`config.mk`:
```
export PLATFORM = sky130hd
export DESIGN_NAME = uart_mmio_peripheral
export DESIGN_NICKNAME = d
export VERILOG_FILES = /design/src/rtl/uart_mmio_peripheral.sv
export SDC_FILE = /design/constraint.sdc
export NUM_CORES = 1
export LEC_CHECK = 0
export CAP_MARGIN = 10
export CORE_MARGIN = 4
export CORE_UTILIZATION = 60
export CTS_BUF_LIST = sky130_fd_sc_hd__clkbuf_4 sky130_fd_sc_hd__clkbuf_8
export DETAILED_ROUTE_END_ITERATION = 7
export PLACE_DENSITY = 0.82
export SYNTH_ARGS = -nofsm -noshare
export SYNTH_HDL_FRONTEND = slang
export SYNTH_SLANG_ARGS = --single-unit
```
`constraint.sdc`:
```
create_clock -name clk -period 3.1 [get_ports clk]
set_clock_uncertainty 0.05 [all_clocks]
set_input_delay 0.465 -clock clk [delete_from_list [all_inputs] [get_ports clk]]
set_output_delay 0.465 -clock clk [all_outputs]
set_load 0.005 [all_outputs]
```
`src/rtl/uart_mmio_peripheral.sv`:
```
// rtl/uart_mmio_peripheral.sv - 8N1 UART device behind the core's MMIO data/status registers (option: UART_RX_FIFO_EN)
module uart_mmio_peripheral #(
  parameter int CLK_HZ = 100_000_000,
  parameter int BAUD   = 115200
`ifdef UART_RX_FIFO_EN
  ,
  parameter int RX_FIFO_DEPTH = 4
`endif
) (
  input  logic       clk,
  input  logic       rst,
  input  logic [7:0] tx_data,
  input  logic       tx_we,
  output logic       tx_busy,
  input  logic       rx_re,
  output logic [7:0] rx_data,
  output logic       rx_valid,
  output logic       rx_overrun,
  input  logic       uart_rxd,
  output logic       uart_txd
);

  localparam int CLKS_PER_BIT = CLK_HZ / BAUD;
  localparam int CW = $clog2(CLKS_PER_BIT);
  localparam logic [CW-1:0] BIT_LAST  = CW'(CLKS_PER_BIT - 1);
  localparam logic [CW-1:0] HALF_LAST = CW'(CLKS_PER_BIT / 2 - 1);

  typedef enum logic [1:0] {TX_IDLE, TX_START, TX_DATA, TX_STOP} tx_state_t;
  typedef enum logic [2:0] {RX_IDLE, RX_START, RX_DATA, RX_STOP, RX_BREAK} rx_state_t;

  tx_state_t      tx_state_q, tx_state_d;
  logic [CW-1:0]  tx_cnt_q, tx_cnt_d;
  logic [2:0]     tx_bit_q, tx_bit_d;
  logic [7:0]     tx_shift_q, tx_shift_d;
  logic           txd_q, txd_d;

  rx_state_t      rx_state_q, rx_state_d;
  logic [CW-1:0]  rx_cnt_q, rx_cnt_d;
  logic [2:0]     rx_bit_q, rx_bit_d;
  logic [7:0]     rx_shift_q, rx_shift_d;
  logic [1:0]     rx_sync_q;
  logic           rxs;
  logic           rx_commit;

  assign rxs      = rx_sync_q[1];
  assign tx_busy  = (tx_state_q != TX_IDLE);
  assign uart_txd = txd_q;

  // TX state register; txd is registered so the pin never glitches
  always_ff @(posedge clk or negedge rst) begin
    if (!rst) begin
      tx_state_q <= TX_IDLE;
      tx_cnt_q   <= '0;
      tx_bit_q   <= '0;
      tx_shift_q <= '0;
      txd_q      <= 1'b1;
    end else begin
      tx_state_q <= tx_state_d;
      tx_cnt_q   <= tx_cnt_d;
      tx_bit_q   <= tx_bit_d;
      tx_shift_q <= tx_shift_d;
      txd_q      <= txd_d;
    end
  end

  // TX next state: each phase lasts one full bit period, data goes out LSB first
  always_comb begin
    tx_state_d = tx_state_q;
    tx_cnt_d   = tx_cnt_q + 1'b1;
    tx_bit_d   = tx_bit_q;
    tx_shift_d = tx_shift_q;
    txd_d      = txd_q;
    case (tx_state_q)
      TX_IDLE: begin
        tx_cnt_d = '0;
        txd_d    = 1'b1;
        if (tx_we) begin
          tx_state_d = TX_START;
          tx_shift_d = tx_data;
          txd_d      = 1'b0;
        end
      end
      TX_START: begin
        if (tx_cnt_q == BIT_LAST) begin
          tx_state_d = TX_DATA;
          tx_cnt_d   = '0;
          tx_bit_d   = '0;
          txd_d      = tx_shift_q[0];
        end
      end
      TX_DATA: begin
        if (tx_cnt_q == BIT_LAST) begin
          tx_cnt_d = '0;
          if (tx_bit_q == 3'd7) begin
            tx_state_d = TX_STOP;
            txd_d      = 1'b1;
          end else begin
            tx_bit_d   = tx_bit_q + 1'b1;
            tx_shift_d = {1'b0, tx_shift_q[7:1]};
            txd_d      = tx_shift_q[1];
          end
        end
      end
      TX_STOP: begin
        if (tx_cnt_q == BIT_LAST) begin
          tx_state_d = TX_IDLE;
          tx_cnt_d   = '0;
        end
      end
      default: tx_state_d = TX_IDLE;
    endcase
  end

  // RX synchronizer and state register; sync flops idle high like the line
  always_ff @(posedge clk or negedge rst) begin
    if (!rst) begin
      rx_sync_q  <= 2'b11;
      rx_state_q <= RX_IDLE;
      rx_cnt_q   <= '0;
      rx_bit_q   <= '0;
      rx_shift_q <= '0;
    end else begin
      rx_sync_q  <= {rx_sync_q[0], uart_rxd};
      rx_state_q <= rx_state_d;
      rx_cnt_q   <= rx_cnt_d;
      rx_bit_q   <= rx_bit_d;
      rx_shift_q <= rx_shift_d;
    end
  end

  // RX next state: half-bit start qualification, then mid-bit sampling
  always_comb begin
    rx_state_d = rx_state_q;
    rx_cnt_d   = rx_cnt_q + 1'b1;
    rx_bit_d   = rx_bit_q;
    rx_shift_d = rx_shift_q;
    rx_commit  = 1'b0;
    case (rx_state_q)
      RX_IDLE: begin
        rx_cnt_d = '0;
        if (!rxs) rx_state_d = RX_START;
      end
      RX_START: begin
        if (rx_cnt_q == HALF_LAST) begin
          rx_cnt_d   = '0;
          rx_bit_d   = '0;
          rx_state_d = rxs ? RX_IDLE : RX_DATA;
        end
      end
      RX_DATA: begin
        if (rx_cnt_q == BIT_LAST) begin
          rx_cnt_d   = '0;
          rx_shift_d = {rxs, rx_shift_q[7:1]};
          if (rx_bit_q == 3'd7) rx_state_d = RX_STOP;
          else                  rx_bit_d   = rx_bit_q + 1'b1;
        end
      end
      RX_STOP: begin
        if (rx_cnt_q == BIT_LAST) begin
          rx_cnt_d = '0;
          if (rxs) begin
            rx_commit  = 1'b1;
            rx_state_d = RX_IDLE;
          end else begin
            rx_state_d = RX_BREAK;
          end
        end
      end
      RX_BREAK: begin
        rx_cnt_d = '0;
        if (rxs) rx_state_d = RX_IDLE;
      end
      default: rx_state_d = RX_IDLE;
    endcase
  end

`ifdef UART_RX_FIFO_EN
  localparam int AW = $clog2(RX_FIFO_DEPTH);

  logic [7:0]  fifo_mem [RX_FIFO_DEPTH];
  logic [AW-1:0] wptr_q, rptr_q;
  logic [AW:0]   count_q;
  logic          fifo_full, fifo_empty, push, pop;

  assign fifo_full  = (count_q == (AW+1)'(RX_FIFO_DEPTH));
  assign fifo_empty = (count_q == '0);
  assign pop        = rx_re && !fifo_empty;
  assign push       = rx_commit && (!fifo_full || pop);
  assign rx_data    = fifo_mem[rptr_q];
  assign rx_valid   = !fifo_empty;

  // RX FIFO: a pop frees a slot in the same cycle, so push+pop when full both succeed
  always_ff @(posedge clk or negedge rst) begin
    if (!rst) begin
      wptr_q     <= '0;
      rptr_q     <= '0;
      count_q    <= '0;
      rx_overrun <= 1'b0;
      for (int i = 0; i < RX_FIFO_DEPTH; i++) fifo_mem[i] <= '0;
    end else begin
      if (push) begin
        fifo_mem[wptr_q] <= rx_shift_q;
        wptr_q           <= wptr_q + 1'b1;
      end
      if (pop) rptr_q <= rptr_q + 1'b1;
      if (push && !pop)      count_q <= count_q + 1'b1;
      else if (pop && !push) count_q <= count_q - 1'b1;
      if (rx_commit && !push) rx_overrun <= 1'b1;
      else if (pop)           rx_overrun <= 1'b0;
    end
  end
`else
  // Single holding register: a new byte only replaces an unread one if it is being read now
  always_ff @(posedge clk or negedge rst) begin
    if (!rst) begin
      rx_data    <= '0;
      rx_valid   <= 1'b0;
      rx_overrun <= 1'b0;
    end else if (rx_commit) begin
      if (!rx_valid || rx_re) begin
        rx_data  <= rx_shift_q;
        rx_valid <= 1'b1;
        if (rx_re) rx_overrun <= 1'b0;
      end else begin
        rx_overrun <= 1'b1;
      end
    end else if (rx_re && rx_valid) begin
      rx_valid   <= 1'b0;
      rx_overrun <= 1'b0;
    end
  end
`endif

endmodule

```
Run 1, routing congestion map:
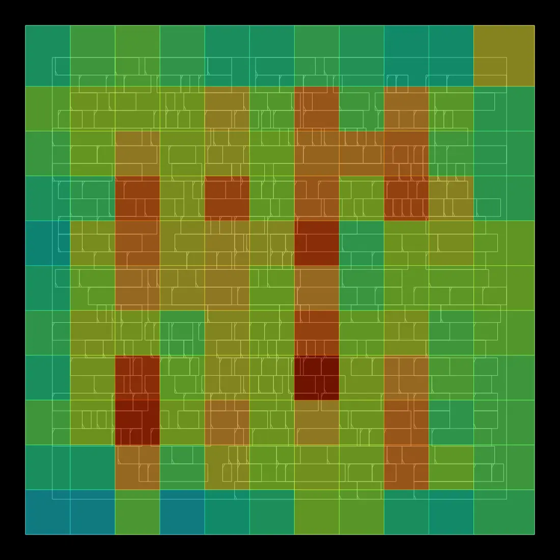
Wirelength per Cell: 13.79 µm
grt met1 use: 0.2280
met2 usage: 0.2920
global routing usage on met3: 0.05619

Run 1, met1 routing:
Scale bar: 20 µm. Supply wires on this layer in grey. Cells faint in the background.
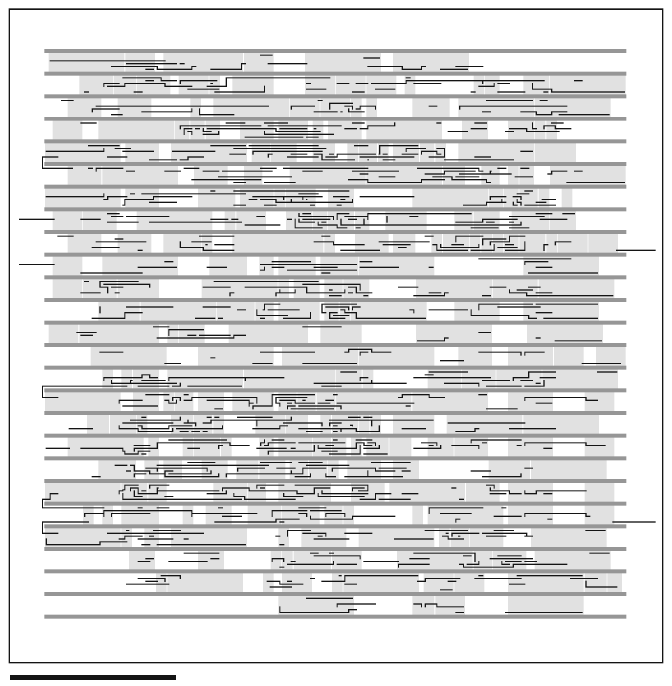
The longest straight run is 21.6 µm. 281 nets have wire on it. The wires run mostly horizontal. The layer carries 2,350 µm of wire. The layer holds 48% of the routed length.
vias: 1,917
final wirelength: 4.896 mm

==> summary.txt, run 1 <==
run results: hold buffers post-CTS 0, non-clk buf share 0.07174, final antenna-violating net count 0, RSZ-0062 raised after global routing false, Worst-Margin Slew ~730 ps, status finished clean, clock buffer depth 2, GRT Max-Usage Layer met2, Rel. slew slack 0.5155, routability cong. 0.7821, Design Power approximately 1600 µW, count leader, synth dfrtp_1, Core Footprint 0.004755 mm², logic share of the area 0.3985, Worst Hold Class input port to async pin, top cells by area dfrtp_1 (48%), mux2_2 (8.7%), ha_1 (4.6%), mux2_4 (4.5%), nor2_1 (3.5%), post-synth top area share 0.4802, Net Sw Power 294.3 µW, post-synth cell types roughly 51, top cell category sequential cells, Pwr Density 455.9 mW/mm², hpwl dp 3.425 mm, Synth top cells by count dfrtp_1 (57), nor2_1 (28), mux2_2 (23), Design Area, Final 0.003488 mm², Top non-seq family simple AND/OR/NAND/NOR gates, Critical Path End rx_data[7]$_DFFE_PN0P_, kind of cell adding the most delay to the critical path simple AND/OR/NAND/NOR gates, Critical Path Start rx_cnt_q[0]$_DFF_PN0_, Init Core Util 0.6247, PostCTS Resize Cnt 0, I/O pin cnt 25, placed instance area 0.003274 mm², port bufs 24, register area share after synthesis 0.5067, Synth Area in XOR/XNOR 0.04718, GRT Total Usage 0.1810
Run 1, sequential cells grouped by signal name:
Scale bar: 20 µm.
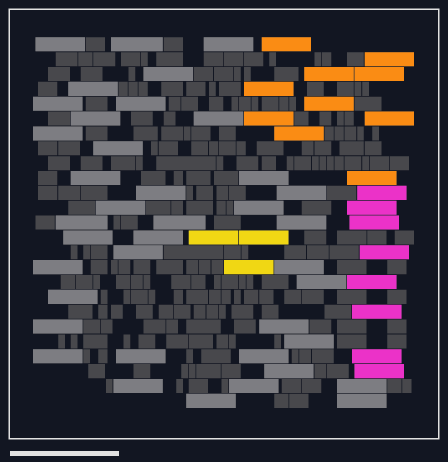
Key: magenta = rx_data [placed flops 8]; orange = tx_cnt_q [placed flops 10, where north-east]; yellow = rx_state_q [placed flops 3]
Another 39 sequential cells are not coloured.
Util after Layout: 0.7337
Seq. cell area: 0.001505 mm²
seq pwr: 794 µW
sequential share of cell area: 0.4315

Run 1, metal layers overlaid:
Only two layers are drawn.
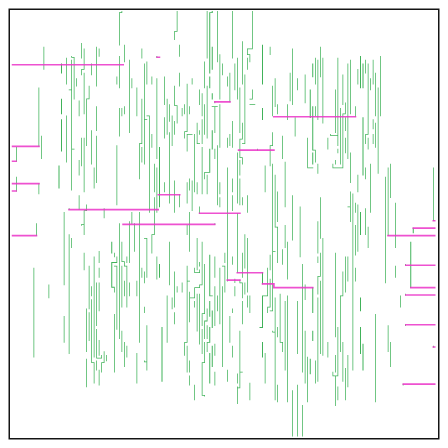

## Run 2: what changed since run 1
clock period = 2.4 ns   (was 3.1 ns; I/O delays follow)
Run 2, metal layers overlaid:
Only two layers are drawn.
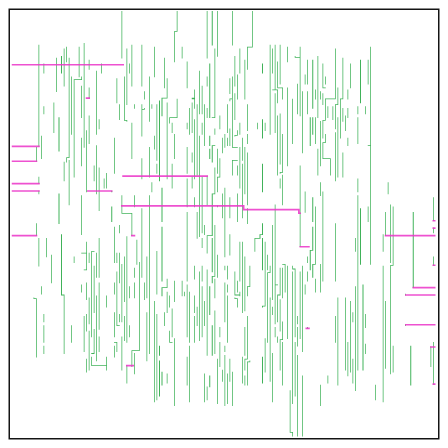
Key: magenta = met3 [wire length 126 µm]; green = met2 [wire length 2,600 µm]
vias: 1,967
final wirelength: 5.117 mm
Wirelength per Cell: 14.17 µm

Run 2, met1 routing:
Scale bar: 20 µm. Supply wires on this layer in grey. Cells faint in the background.
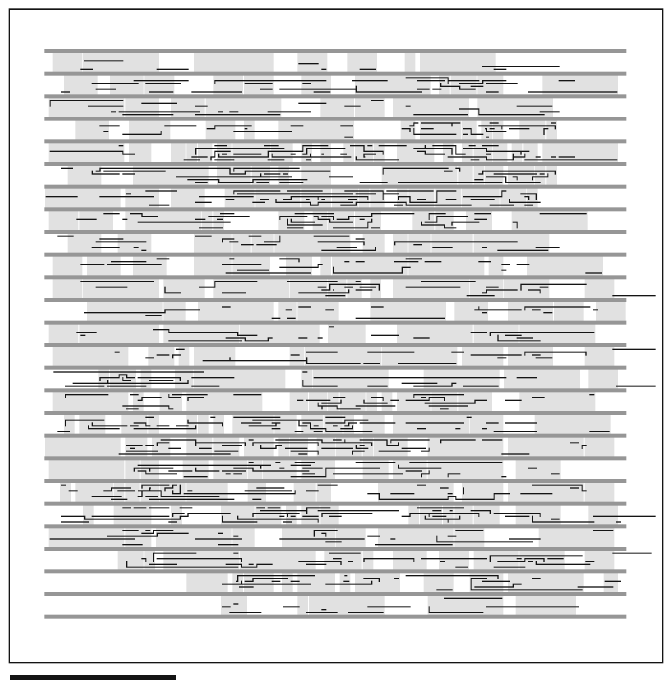
grt met1 use: 0.2427

Run 2, sequential cells grouped by signal name:
Scale bar: 20 µm.
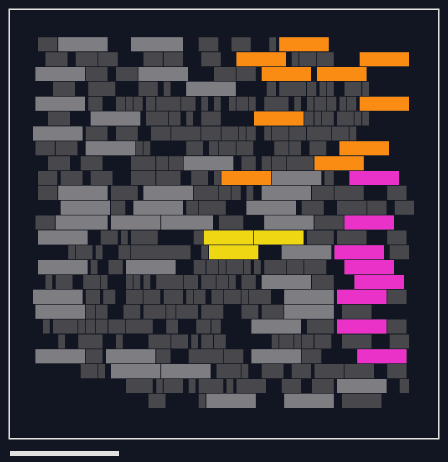
Key: magenta = rx_data [placed flops 8]; orange = tx_cnt_q [placed flops 10]; yellow = rx_state_q [placed flops 3]
Util after Layout: 0.7442
seq pwr: 1030 µW
sequential share of cell area: 0.4254

==> run 2 against run 1 <==
  * Count of clock-buffer cells in the layout is the same
  * Routed wire length rose by 4.5%
  * First-iteration DRC count up 39%
  * Utilization up 1.1 points
  * Clock power up 17%
  * Non-clock buffer count rose by 6
  * Setup slack worse by 520 ps
  * Flip-flop count is the same
  * Total power up 24%
  * Cell area grew 1.4%
  * Cell count is 1.7% higher
  * Global-route usage grew 1.3 points
  * Critical endpoint is now rx_shift_q[7]$_DFFE_PN0P_
  * Largest cell class unchanged
  * Largest power group unchanged
==> summary.txt, run 2 <==
run results: hpwl dp 3.723 mm (+8.7%), Pwr Density 555.8 mW/mm² (+22%), non-clk buf share 0.08769 (+0.01596), top cells by area dfrtp_1 (48%), mux2_2 (8.7%), ha_1 (4.6%), mux2_4 (4.5%), nor2_1 (3.5%), Seq. cell area 0.001505 mm² (unchanged), post-synth cell types 51 (unchanged), port bufs 24 (unchanged), logic share of the area 0.3953 (-0.003160), Placed Cells 345, GRT Max-Usage Layer met2, post-synth top area share 0.4802 (unchanged), Init Core Util 0.6247 (unchanged), kind of cell adding the most delay to the critical path simple AND/OR/NAND/NOR gates, TritonCTS clock tree built, Antenna Cells 0, Synth Area in XOR/XNOR 0.04718 (unchanged), Design Area, Final 0.003538 mm² (+1.4%), Clock Sinks 60, hold buffers post-CTS 1 (+1), met2 usage 0.3219 (+0.02997), placed instance area 0.003324 mm² (+1.5%), Worst Hold Class register to register, #FFs+latches synth 60, GRT Total Usage 0.1937 (+0.01267), Design Power 1967 µW (+24%), routability cong. 0.7994 (+2.2%), clock buffer depth 2 (unchanged), Rel. slew slack 0.6354 (+0.1199), Synth top cells by count dfrtp_1 (57), nor2_1 (28), mux2_2 (23), total setup buffers inserted after CTS 0, R2R depth 4, status finished clean, Top non-seq family simple AND/OR/NAND/NOR gates, PostCTS Resize Cnt 0 (unchanged), global routing usage on met3 0.03670 (-0.01950), count leader, synth dfrtp_1, I/O pin cnt 25 (unchanged), Core Footprint 0.004755 mm² (unchanged), Critical Path Start rx_cnt_q[3]$_DFF_PN0_
Power figures rest on the tool's default switching activity, not on a simulated workload.
